$ cat src/rtl/booth_multiplier.sv
// Sequential radix-2 Booth signed multiplier for MIPS MULT.
// One Booth step per clock; the 2*WIDTH-bit product feeds the HI/LO pair
// (result[2*WIDTH-1:WIDTH] -> HI, result[WIDTH-1:0] -> LO).
//
// Handshake: start is a request that is only sampled while the block is idle
// (busy=0, done=0); a start seen in any other cycle is dropped, not queued.
// busy is high for exactly the WIDTH cycles of iteration. done is a single
// cycle pulse the cycle after the last step, marking result as freshly
// updated. result is held between completions, so the control unit may read
// it at any time after the done pulse.
module booth_multiplier #(
  parameter int WIDTH = 32
) (
  input  logic                 clk,
  input  logic                 reset,
  input  logic [WIDTH-1:0]     a,
  input  logic [WIDTH-1:0]     b,
  input  logic                 start,
  output logic [2*WIDTH-1:0]   result,
  output logic                 done,
  output logic                 busy,
  output logic [1:0]           state_dbg
);

  // Counter wide enough to hold the value WIDTH itself.
  localparam int CW = $clog2(WIDTH) + 1;

  typedef enum logic [1:0] {
    IDLE = 2'd0,
    RUN  = 2'd1,
    DONE = 2'd2
  } state_t;

  state_t state;
  state_t state_nxt;

  // Booth datapath registers. acc carries one extra bit so that acc - m
  // cannot overflow when the multiplicand is the most negative value.
  logic [WIDTH:0]   m;
  logic [WIDTH:0]   acc;
  logic [WIDTH-1:0] q;
  logic             q_1;
  logic [CW-1:0]    cnt;

  // Combinational results of one Booth step.
  logic [WIDTH:0]   acc_sum;
  logic [WIDTH:0]   acc_shf;
  logic [WIDTH-1:0] q_shf;
  logic             last_step;

  assign state_dbg = state;
  assign last_step = (cnt == CW'(1));

  // One Booth step: conditional add/subtract, then arithmetic right shift
  // of the combined {acc, q, q_1} register.
  always_comb begin
    acc_sum = acc;
    case ({q[0], q_1})
      2'b01:   acc_sum = acc + m;
      2'b10:   acc_sum = acc - m;
      default: acc_sum = acc;
    endcase
    acc_shf = {acc_sum[WIDTH], acc_sum[WIDTH:1]};
    q_shf   = {acc_sum[0], q[WIDTH-1:1]};
  end

  // Next-state logic: accept in IDLE, iterate WIDTH steps, pulse DONE once.
  always_comb begin
    state_nxt = state;
    case (state)
      IDLE: begin
        if (start) begin
          state_nxt = RUN;
        end
      end
      RUN: begin
        if (last_step) begin
          state_nxt = DONE;
        end
      end
      DONE: begin
        state_nxt = IDLE;
      end
      default: begin
        state_nxt = IDLE;
      end
    endcase
  end

  // State register plus registered busy/done decoded from the next state.
  always_ff @(posedge clk or posedge reset) begin
    if (reset) begin
      state <= IDLE;
      busy  <= 1'b0;
      done  <= 1'b0;
    end else begin
      state <= state_nxt;
      busy  <= (state_nxt == RUN);
      done  <= (state_nxt == DONE);
    end
  end

  // Operand capture, Booth iteration and result update on the final step.
  always_ff @(posedge clk or posedge reset) begin
    if (reset) begin
      m      <= '0;
      acc    <= '0;
      q      <= '0;
      q_1    <= 1'b0;
      cnt    <= '0;
      result <= '0;
    end else begin
      case (state)
        IDLE: begin
          if (start) begin
            m   <= {a[WIDTH-1], a};
            q   <= b;
            acc <= '0;
            q_1 <= 1'b0;
            cnt <= CW'(WIDTH);
          end
        end
        RUN: begin
          acc <= acc_shf;
          q   <= q_shf;
          q_1 <= q[0];
          cnt <= cnt - CW'(1);
          if (last_step) begin
            // The low 2*WIDTH bits of {acc, q} are the exact signed product.
            result <= {acc_shf[WIDTH-1:0], q_shf};
          end
        end
        default: begin
          // DONE: hold everything; the next accept reloads the datapath.
        end
      endcase
    end
  end

endmodule

$ cat config.mk
export PLATFORM = sky130hd
export DESIGN_NAME = booth_multiplier
export DESIGN_NICKNAME = d
export VERILOG_FILES = /design/src/rtl/booth_multiplier.sv
export SDC_FILE = /design/constraint.sdc
export NUM_CORES = 1
export LEC_CHECK = 0
export CORE_ASPECT_RATIO = 1.25
export CORE_MARGIN = 2
export CORE_UTILIZATION = 45
export DETAILED_ROUTE_END_ITERATION = 12
export HOLD_SLACK_MARGIN = 0.08
export PLACE_DENSITY = 0.65
export RECOVER_POWER = 50
export SKIP_CTS_REPAIR_TIMING = 1
export SYNTH_ARGS = -nofsm -noshare
export SYNTH_HDL_FRONTEND = slang
export SYNTH_SLANG_ARGS = --single-unit
$ cat constraint.sdc
create_clock -name clk -period 7.3 [get_ports clk]
set_input_delay 1.46 -clock clk [delete_from_list [all_inputs] [get_ports clk]]
set_output_delay 1.46 -clock clk [all_outputs]
set_load 0.01 [all_outputs]
==> results_slide.txt, run 1 <==
Synthesis and Place & Route Summary

Global routing
  • Initial antenna violation count: 0
  • Vias in the first global route: 7661
  • Gr usage total: 21.3%

Yosys
  • Top cells by count: 319 x nand2_1, 171 x dfrtp_1, 87 x o21ai_0
  • Yosys cell count: 1084
  • Yosys warns: 0
  • Comb area leader: simple AND/OR/NAND/NOR gates
  • Simple-Gate Fraction of Synth Area: 21.5%
  • Max-area cell share: 45.5%
  • Adder Share, Synth: 5.00%

Worst setup path
  • CP startpoint kind: register
  • R2R setup slack: 2.34 ns
  • Worst R2R End: result[32]
  • Max incr delay on CP: 2.54 ns
  • Critical Path Sink: result[32]
  • Critical path, cell by cell: clkbuf_1 -> nand2b_2 -> clkbuf_1 -> o21ai_0
  • Most frequent CP cell: clkbuf_1

Place
  • Post-DP Area: 0.0110 mm2
  • Placed Cells: 1442

Job
  • OpenROAD warning count: 27
  • Max-Cap Viols: 5

Floorplan
  • Die Ht: 166 um
  • CORE AREA: 0.0207 mm2
  • Die X: 133 um

Timing
  • Worst Skew: 0.00876 ns
  • Final WS setup: 2.34 ns
  • Min Tclk post-route: 4.96 ns
  • Max Slew Vio Count: 221
  • Final hold violations: 0

Clock network
  • H-tree levels: 4
  • CTS tree: done

Power and ir drop
  • Seq. pwr: 1.76 mW
  • Reg power frac: 26.5%

Drt
  • Via Count: 7848
  • Final WL: 23100 um
  • Wire per inst: 15.7 um

Status
  • Run status: finished, violations left
  • Failing checks: capacitance limit, slew limit

Cells and area
  • Reg area: 0.00428 mm2
  • Fillers: 1956
## run 1: layout make-up
class                   count  share of cell area [%]
multi-input cells         830                    41.8
inverters                  21                   0.692
clock buffers              17                    3.68
flip-flops and latches    171                    37.0
clock inverters            14                    1.69
well taps                 274                    2.96
repair buffers            146                    12.2
## run 1: state kept, by name (all words and copies together), names as in the netlist
name / flops
state_dbg: 2
acc: 32
q_1: 1
busy: 1
m: 32
q: 32
done: 1
cnt: 6
result: 64
## run 1: layer usage
layer,vias up,part of all wire (%),global-route usage (%)
li1,3936,-,-
met1,3686,49,30.2
met2,195,46,34.0
met3,31,3.9,3.28
met4,0,1.6,6.24
met5,-,0,0
## run 1: cell families after synthesis
kind of cell / count (synthesis)
simple gates: 464
buf+inv: 83
xor+xnor: 55
mux: 20
flops: 171
fa+ha+maj: 37
compound gates: 254
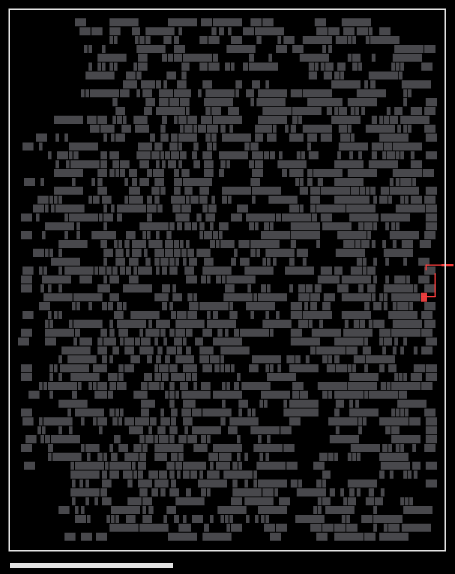
Fig. 1. Wires at chosen ports, followed through buffers (run 1).
Scale bar: 50 um.
reset -> red  # bits 1, direction input, edge east, end cells 1, buffers 1, wire 18.1 um

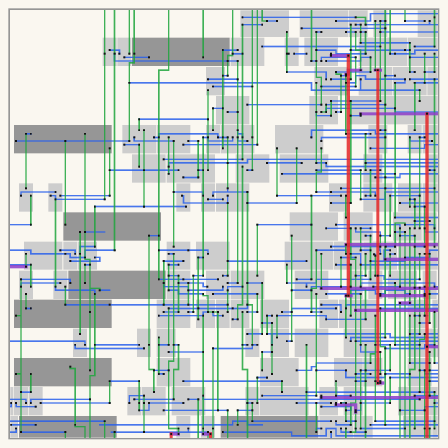
Fig. 2. Zoomed window (run 1).
Window x 13 to 53, y 104 to 144 um. Cells in grey, sequential cells in the stronger grey; small squares are vias.
M1 -> blue
M4 -> red
M3 -> purple
M2 -> green
cells with their middle in the window = 111
most frequent = nand2_1 (18), nor2_1 (10)
sequential cells in the window = 8
netlist names of flops here include = m (7), acc (1)

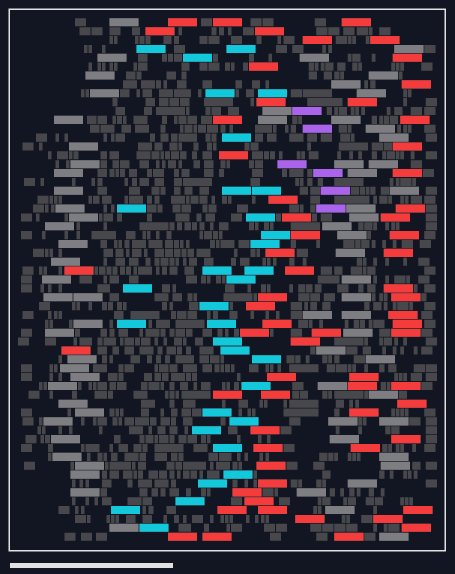
Fig. 3. Where the registers sit (run 1).
Scale bar: 50 um. Other sequential cells in the stronger grey, the rest of the logic in the fainter grey.
result -> red  # sequential cells 64
cnt -> purple  # sequential cells 6
acc -> cyan  # sequential cells 32

## Run 2: what changed since run 1
- clock period: 7.3 -> 4.8 ns (I/O delays scaled with it)
==> run 2 against run 1 <==
  * The flow still finishes with violations (capacitance limit, slew limit)
  * Utilization fell by 0.079 points
  * Sequential share of layout area up 0.052 points
  * Via count up 0.61%
==> results_slide.txt, run 2 <==
Synthesis and Place & Route Summary

Global routing
  • Gr usage total: 21.3%
  • Layer with the highest usage: met2
  • Met1 Use GR: 29.7%

Worst setup path
  • Worst R2R End: result[56]
  • Max incr delay on CP: 0.58 ns
  • CP startpoint kind: register
  • R2R setup slack: 0.40 ns
  • Critical path, cell by cell: or4_4 -> nor4_2 -> and2_1 -> a21oi_1 -> xnor2_1 -> ha_1 -> a21oi_1 -> o21ai_0 -> o31a_1 -> a21oi_1 -> a21oi_1 -> a221oi_1 -> mux2i_1 -> nand3_1

Yosys
  • Max-area cell share: 45.5%
  • Yosys cell count: 1084
  • Simple-Gate Fraction of Synth Area: 21.5%
  • Comb area leader: simple AND/OR/NAND/NOR gates
  • Adder Share, Synth: 5.00%

Cells and area
  • Reg area: 0.00428 mm2
  • Max reg flops: 64
  • Nonclk buf count: 147
  • Inverters: 21
  • Fillers: 1905
  • Sequential cell area share: 37.1%
  • Mi-comb count: 830
  • Largest reg by FF count: result

Drt
  • Met2 Routed Length: 10800 um
  • Via Count: 7896
  • Final WL: 23000 um

Floorplan
  • CORE AREA: 0.0207 mm2
  • TAP cells: 274

Status
  • Failing checks: capacitance limit, slew limit
  • Run status: finished, violations left

Clock network
  • H-tree levels: 4
  • CTS tree: done

Job
  • Max-Cap Viols: 4

Timing
  • Max Slew Vio Count: 202
[run 2: stage by stage]
step	power [mW]	cells	util (%)
after global routing	11.0	1475	55.9
after global placement	8.60	1443	53.2
after detailed placement	8.75	1443	53.2
after floorplan	7.06	1084	-
after CTS	10.2	1475	56.2
final	10.1	1475	55.9
[run 2: logic make-up after synthesis]
kind of cell | Yosys count
adder cells (fa/ha/maj) | 37
XOR/XNOR | 55
flip-flops | 171
AND-OR/OR-AND | 254
buffers and inverters | 83
AND/OR/NAND/NOR | 464
multiplexers | 20
[run 2: power by group]
part	total [mW]	internal (mW)	switching (mW)	leakage [nW]
logic	6.02	2.69	3.34	2.85
registers	2.69	2.13	0.558	2.16
clock network	1.42	0.758	0.657	0.297
total	10.1	5.57	4.55	5.31
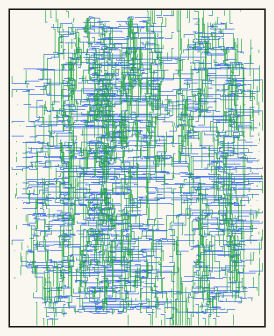
Fig. 4. Signal wires by layer (run 2).
Two of the layers only.
M1 -> blue  # wire length 10900 um
M2 -> green  # wire length 10800 um

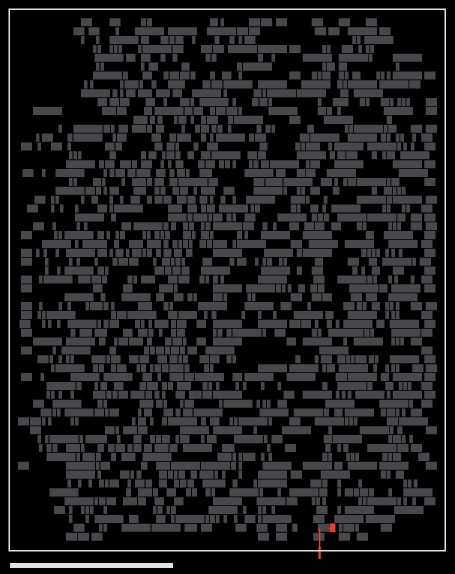
Fig. 5. Wires at chosen ports, followed through buffers (run 2).
Scale bar: 50 um.
reset -> red  # bits 1, direction input, edge south, end cells 1, buffers 1, wire 6.80 um

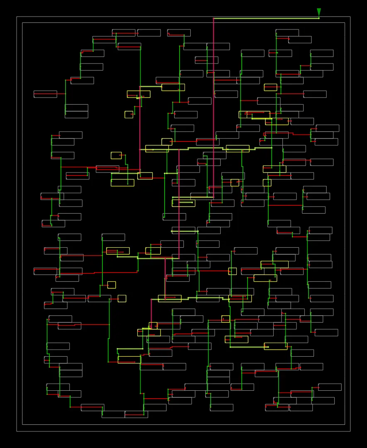
Fig. 6. Clock nets (run 2).
CTS buffer count: 17
clock buffer count: 18
Clk power: 1.42 mW
Clock Sink Count: 171
Clock Latency Late Sink: 0.44 ns

## Run 3: what changed since run 2
- CORE_MARGIN: 2 -> 8
==> run 3 against run 2 <==
  * The run still ends with capacitance limit, slew limit left
  * Die size is 17% higher
  * Count of clock-buffer cells in the layout decreased by 1
  * Global-route usage fell by 2.4 points
  * Fmax up 0.70%
  * Critical path depth grew 3
  * Cell area fell by 0.25%
  * Clock power decreased by 7%
  * Clock skew grew 0.0021 ns
  * Utilization down 0.14 points
  * Largest cell class unchanged
==> results_slide.txt, run 3 <==
Synthesis and Place & Route Summary

Status
  • Run status: finished, violations left
  • Failing checks: capacitance limit, slew limit

Cells and area
  • Mi-comb count: 830
  • Max reg flops: 64
  • Sequential cell area share: 37.1%
  • Signal buf overhead: 12.5%
  • Combinational share of cell area: 41.9%
  • Fillers: 1913

Job
  • OpenROAD warning count: 27
  • Max-Cap Viols: 6

Timing
  • Final WS setup: 0.434 ns
  • Max Slew Vio Count: 317
  • Final hold violations: 0

Drt
  • Wire per inst: 16.1 um
  • Highest routed layer: met4

Floorplan
  • CORE AREA: 0.0207 mm2
  • Die Ht: 178 um

Power and ir drop
  • P_comb: 6.08 mW
  • Biggest consumer: combinational logic

Clock network
  • CTS buffer count: 17

Worst setup path
  • Critical Path Sink: result[63]
  • Most frequent CP cell: a21o_1
  • Worst R2R End: result[63]

Global routing
  • GR Layer Usage met3: 3.42%
  • Met1 Use GR: 25.8%

Yosys
  • Comb area leader: simple AND/OR/NAND/NOR gates
run 3: cell types whose count changed in the layout (fill, tap and decap cells not counted), sizes merged:
cell / previous run / this run
bufinv: 1 / 0
clkdlybuf4s50: 115 / 132
inv: 29 / 28
dlygate4sd3: 19 / 2
clkinv: 4 / 3
clkinvlp: 1 / 4
buf: 8 / 10
clkbuf: 23 / 22
run 3: through the flow:
stage	instance area (um2)	util, %	power (mW)
final	11500	55.7	10.1
after CTS	11600	56.0	10.1
after detailed placement	11000	53.3	8.79
after floorplan	9410	-	7.06
after global placement	11000	53.3	8.66
after global routing	11500	55.7	11.0
run 3: worst min-delay path, cell delays in order (launching register included):
cell,delay [ns]
dfrtp_1,0.34
nand2_1,0.05
nand2_1,0.05
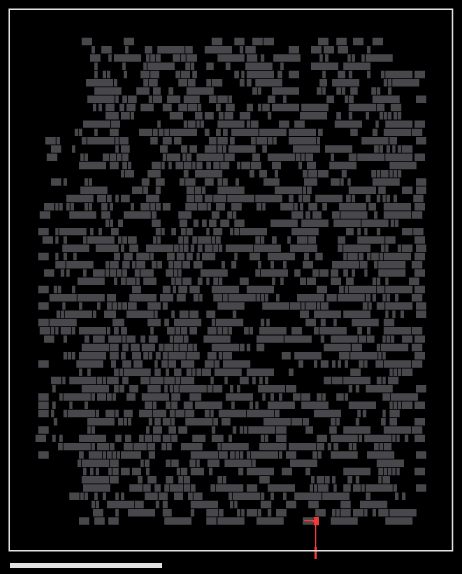
Fig. 7. Wires at chosen ports, followed through buffers (run 3).
Scale bar: 50 um.
reset -> red  # bits 1, direction input, edge south, end cells 1, buffers 1, wire 13.5 um

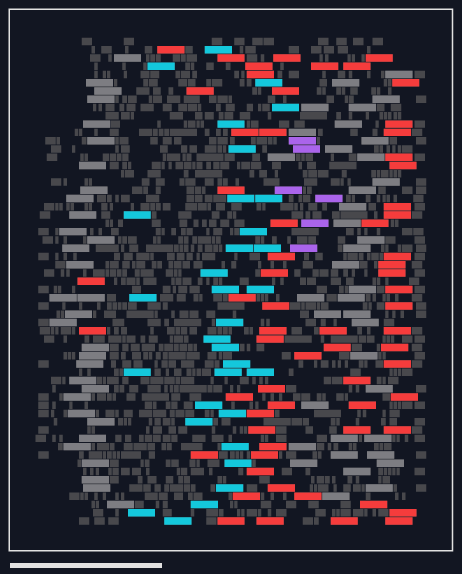
Fig. 8. Where the registers sit (run 3).
Scale bar: 50 um. Other sequential cells in the stronger grey, the rest of the logic in the fainter grey.
acc -> cyan  # sequential cells 32
cnt -> purple  # sequential cells 6
result -> red  # sequential cells 64
not coloured = 69

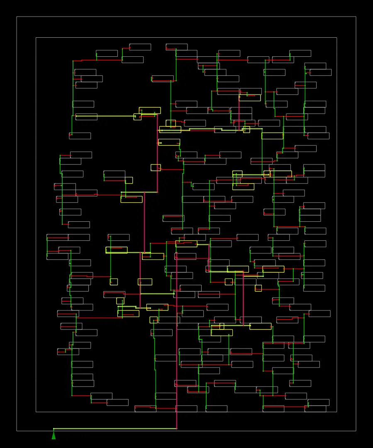
Fig. 9. Clock nets (run 3).
Worst Skew: 0.0104 ns
Clock Latency Late Sink: 0.43 ns
Flops: 171
Clk power: 1.32 mW

Power is estimated from default activity; no workload was simulated.
